==> config.mk <==
export PLATFORM = sky130hd
export DESIGN_NAME = hog_block_assembler
export DESIGN_NICKNAME = d
export VERILOG_FILES = /design/src/rtl/hog_block_assembler.sv
export SDC_FILE = /design/constraint.sdc
export NUM_CORES = 2
export LEC_CHECK = 0
export CORE_ASPECT_RATIO = 2
export CORE_MARGIN = 4
export CORE_UTILIZATION = 40
export CTS_BUF_LIST = sky130_fd_sc_hd__clkbuf_8 sky130_fd_sc_hd__clkbuf_16
export DETAILED_ROUTE_END_ITERATION = 16
export SLEW_MARGIN = 15
export SYNTH_ARGS = -nofsm -noshare
export SYNTH_HDL_FRONTEND = slang
export SYNTH_SLANG_ARGS = --single-unit
==> constraint.sdc <==
create_clock -name clk -period 57.9 [get_ports clk]
set_input_delay 11.58 -clock clk [delete_from_list [all_inputs] [get_ports clk]]
set_output_delay 11.58 -clock clk [all_outputs]
set_load 0.01 [all_outputs]
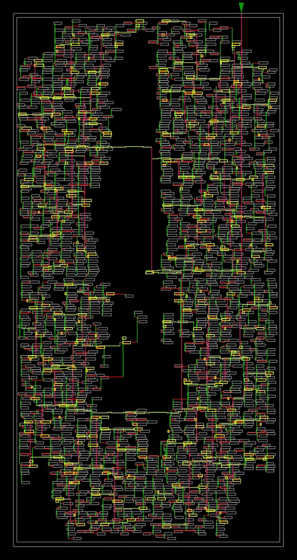
Figure 1: the clock network.
Setup Skew: 0.0330 ns
number of sinks driven by the clock tree: 1970
number of clock-tree buffers in the layout: 209
CTS Buf Count: 181
sequential cells: 1970

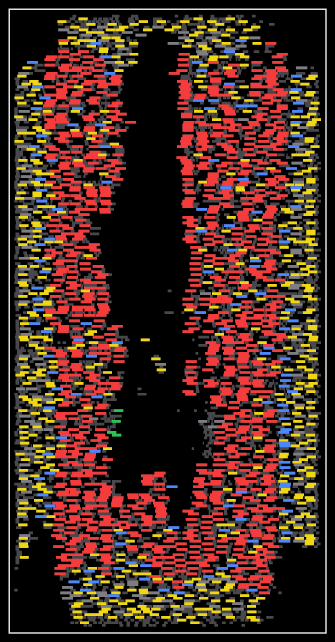
Figure 2: sequential cells grouped by signal name.
Scale: 1 px per um. Other sequential cells in the stronger gray, the rest of the logic in the fainter gray.
Green stands for `row_q`, flops 4. Red stands for `linebuf_q`, flops 1120, where spread over the die. Yellow stands for `block_histograms`, flops 560, where spread over the die. Blue stands for `prev_top_q`, flops 140, where spread over the die.
final core utilization: 0.483
register fraction of the total cell area: 0.621
FF+latch area: 56300 sq um

==> report_table.html <==
<p>Metrics extracted from the flow reports.</p>
<table>
<tr><th>Metric</th><th>Value</th></tr>
<tr><th colspan="2">Yosys</th></tr>
<tr><td>Netlist cell types</td><td>30</td></tr>
<tr><td>Sequential element share of the synthesized area</td><td>0.746</td></tr>
<tr><td>Yosys chip area</td><td>75500 sq um</td></tr>
<tr><td>Top post-synthesis cells by area</td><td>edfxtp_1, dfrtp_1, mux2_4</td></tr>
<tr><td>Number of enable flip-flop cells</td><td>1400</td></tr>
<tr><td>Post-Syn Instances</td><td>3933</td></tr>
<tr><td>Number of warnings printed during yosys synthesis</td><td>0</td></tr>
<tr><td>Mapped Area</td><td>75500 sq um</td></tr>
<tr><td>Synthesized area per cell</td><td>19.2 sq um</td></tr>
<tr><td>Syn nets</td><td>4081</td></tr>
<tr><td>Number of register bits inferred by synthesis</td><td>1970</td></tr>
<tr><td>Predominant post-synthesis flop cell</td><td>edfxtp_1</td></tr>
<tr><td>Post-synthesis cell type with the largest combined area</td><td>edfxtp_1</td></tr>
<tr><td>Cells in synth_stat.txt</td><td>3933</td></tr>
<tr><td>Ys async rst share</td><td>0.289</td></tr>
<tr><td>Most common library cells after synthesis</td><td>edfxtp_1, dfrtp_1, mux2i_1, mux2_4, o22a_1</td></tr>
<tr><td>Most popular library cell in the synthesized design by count</td><td>edfxtp_1</td></tr>
<tr><td>Dominant cell area share</td><td>0.557</td></tr>
<tr><th colspan="2">Drt</th></tr>
<tr><td>Detail-routed via count per cell</td><td>5.26</td></tr>
<tr><td>Iteration count of the initial detailed-routing pass</td><td>5</td></tr>
<tr><td>Routed wire length</td><td>185000 um</td></tr>
<tr><td>Remaining number of nets flagged by the antenna check after routing</td><td>0</td></tr>
<tr><td>Remaining routing DRC violations</td><td>0</td></tr>
<tr><td>Total via count after detailed routing</td><td>38.4k</td></tr>
<tr><td>Average wire per cell in the routed design</td><td>25.3 um</td></tr>
<tr><td>First-iteration detailed-routing DRC count</td><td>2384</td></tr>
<tr><th colspan="2">Clocking</th></tr>
<tr><td>Clock tree from TritonCTS</td><td>done</td></tr>
<tr><td>Max Buffers Root-to-Sink</td><td>4</td></tr>
<tr><td>Library cell used as clock root buffer</td><td>clkbuf_16</td></tr>
<tr><td>Clock H-tree levels</td><td>4</td></tr>
<tr><td>Insertion delay of the later-clocked pin in the worst-skew pair</td><td>0.81 ns</td></tr>
<tr><td>Number of gates resized after CTS</td><td>0</td></tr>
<tr><td>Post CTS Setup Buffer Count</td><td>0</td></tr>
<tr><td>Clk slew on worst S/H paths</td><td>0.07 ns</td></tr>
<tr><td>Cts hold-fix bufs</td><td>0</td></tr>
<tr><th colspan="2">Timing</th></tr>
<tr><td>Worst slew margin relative to its limit</td><td>0.185</td></tr>
<tr><td>Number of endpoints failing setup at the final stage</td><td>0</td></tr>
<tr><td>Number of hold-slack violations in the final timing report</td><td>0</td></tr>
<tr><td>Slew at the pin with the worst max-slew slack</td><td>1.22 ns</td></tr>
<tr><td>Final Max-Slew Violation Tally</td><td>0</td></tr>
<tr><td>Setup TNS</td><td>0 ns</td></tr>
<tr><td>Post-route minimum period</td><td>14.72 ns</td></tr>
<tr><td>Peak Freq</td><td>0.0680 GHz</td></tr>
<tr><td>RSZ-0062 raised after global routing</td><td>no</td></tr>
<tr><td>Final period utilization</td><td>0.254</td></tr>
<tr><th colspan="2">Cells and area</th></tr>
<tr><td>Share of final-layout standard cells stronger than drive strength 1</td><td>0.177</td></tr>
<tr><td>Post-layout nets</td><td>4801</td></tr>
<tr><td>Fillcell total</td><td>15.6k</td></tr>
<tr><td>Relative area change from synthesis to final layout</td><td>20.2%</td></tr>
<tr><td>Number of flip-flops under the largest register name</td><td>1120</td></tr>
<tr><td>Layout Cells excl Fill</td><td>7299</td></tr>
<tr><th colspan="2">Setup path</th></tr>
<tr><td>Reg-to-reg setup timing slack</td><td>52.02 ns</td></tr>
<tr><td>Kind of start point of the critical path</td><td>input port</td></tr>
<tr><td>Sort of element at the end of the critical path</td><td>flop</td></tr>
<tr><td>Required time at the worst-slack endpoint</td><td>58.59 ns</td></tr>
<tr><td>Worst path arrival time</td><td>15.40 ns</td></tr>
<tr><td>Cells on worst reg2reg path</td><td>8</td></tr>
<tr><td>Crit-path max FO</td><td>50</td></tr>
<tr><td>Worst Path Class, Setup</td><td>input port to flop</td></tr>
<tr><th colspan="2">Run</th></tr>
<tr><td>Count of max-cap constraint violations</td><td>0</td></tr>
<tr><td>Tally of OpenROAD warnings</td><td>41</td></tr>
<tr><th colspan="2">Global route</th></tr>
<tr><td>Met1 routing resource usage after global routing</td><td>0.237</td></tr>
<tr><td>Via count of the first global-routing pass</td><td>40.3k</td></tr>
<tr><td>Maximum number of pins on one net before global-route repair</td><td>136</td></tr>
<tr><td>Global-route wire length before repair</td><td>272000 um</td></tr>
<tr><td>All-layer global routing usage</td><td>0.184</td></tr>
<tr><td>Met2 routing resource usage after global routing</td><td>0.315</td></tr>
<tr><td>Most used routing layer</td><td>met2</td></tr>
<tr><td>Met3 track demand over resource</td><td>0.0423</td></tr>
<tr><td>Antenna violations before repair</td><td>4</td></tr>
<tr><td>Sum of overflow across all layers after global routing</td><td>0</td></tr>
<tr><th colspan="2">Floorplan</th></tr>
<tr><td>Cell row count</td><td>225</td></tr>
<tr><td>Boundary pin count</td><td>706</td></tr>
<tr><td>Initial standard-cell utilization of the core</td><td>0.402</td></tr>
<tr><td>Chip area</td><td>196000 sq um</td></tr>
<tr><td>Height of the die</td><td>622 um</td></tr>
<tr><td>Placeable Area</td><td>188000 sq um</td></tr>
<tr><td>Die outline width</td><td>315 um</td></tr>
<tr><th colspan="2">Status</th></tr>
<tr><td>Run status</td><td>finished clean</td></tr>
<tr><th colspan="2">Hold path</th></tr>
<tr><td>Hold-critical path depth</td><td>1</td></tr>
<tr><td>Hold/Removal Path Class</td><td>flop to flop</td></tr>
<tr><th colspan="2">Power and ir drop</th></tr>
<tr><td>Worst ir drop on vdd</td><td>0.0364 mV</td></tr>
<tr><td>P per Cell Area</td><td>55.9 nW/um^2</td></tr>
<tr><td>Leakage Power</td><td>33.8 nW</td></tr>
<tr><th colspan="2">Placed design</th></tr>
<tr><td>DP Wirelength</td><td>106000 um</td></tr>
<tr><td>Port bufs</td><td>705</td></tr>
<tr><td>RePlAce Congestion</td><td>0.716</td></tr>
<tr><td>Number of placed instances, taps included</td><td>6965</td></tr>
</table>
==> worst max-delay path, stage by stage <==
cell and delay (ns):
buf_8 0.21, and3_4 0.83, buf_4 0.79, buf_4 0.73, buf_4 0.71, mux2_4 0.36
==> kinds of logic after synthesis <==
group	synth area share
flops	0.746
mux	0.158
compound gates	0.0618
buf+inv	0.0245
simple gates	0.00872
fa+ha+maj	0.000829
xor+xnor	0.000116
==> final cells by class <==
cell class	instances	area, sq um	share of cell area
clock inverters	118	1130	0.0125
inverters	5	26.3	0.000290
flip-flops and latches	1970	56300	0.621
multi-input cells	1720	17400	0.192
well taps	2497	3120	0.0344
clock buffers	209	5020	0.0553
diodes	5	12.5	0.000138
repair buffers	775	7690	0.0848
==> cell usage in the layout, fill, tap and decap left out, types with 69 or more instances in the layout <==
cell	instances
edfxtp_1	1400
clkdlybuf4s50_1	704
dfrtp_1	569
mux2i_1	560
mux2_4	413
o22a_1	280
a31oi_1	211
clkbuf_16	190
nand2_1	144
a31oi_2	69
==> layer usage <==
metal | share of wire | vias to the layer above
met5 | 0.000070 | -
met4 | 0.025 | 2
met3 | 0.065 | 276
met2 | 0.50 | 1145
met1 | 0.41 | 20100
li1 | - | 16800
==> metrics by stage <==
stage / setup slack (ns) / hold slack (ns) / area [sq um] / util / power, mW
after detailed placement: 42.30 / 0.451 / 84500 / 0.450 / 3.89
final: 43.18 / 0.456 / 90700 / 0.483 / 5.07
after global placement: 42.34 / 0.443 / 84500 / 0.450 / 3.87
after global routing: 43.05 / 0.480 / 90700 / 0.483 / 5.31
after floorplan: 30.38 / 0.439 / 75500 / - / 3.14
after CTS: 43.18 / 0.451 / 90700 / 0.483 / 5.14
==> report_power, final <==
part | switching (mW) | internal, mW
Combinational | 0.877 | 0.884
Sequential | 0.175 | 1.91
Clock | 0.519 | 0.711
Power is estimated from default activity; no workload was simulated.
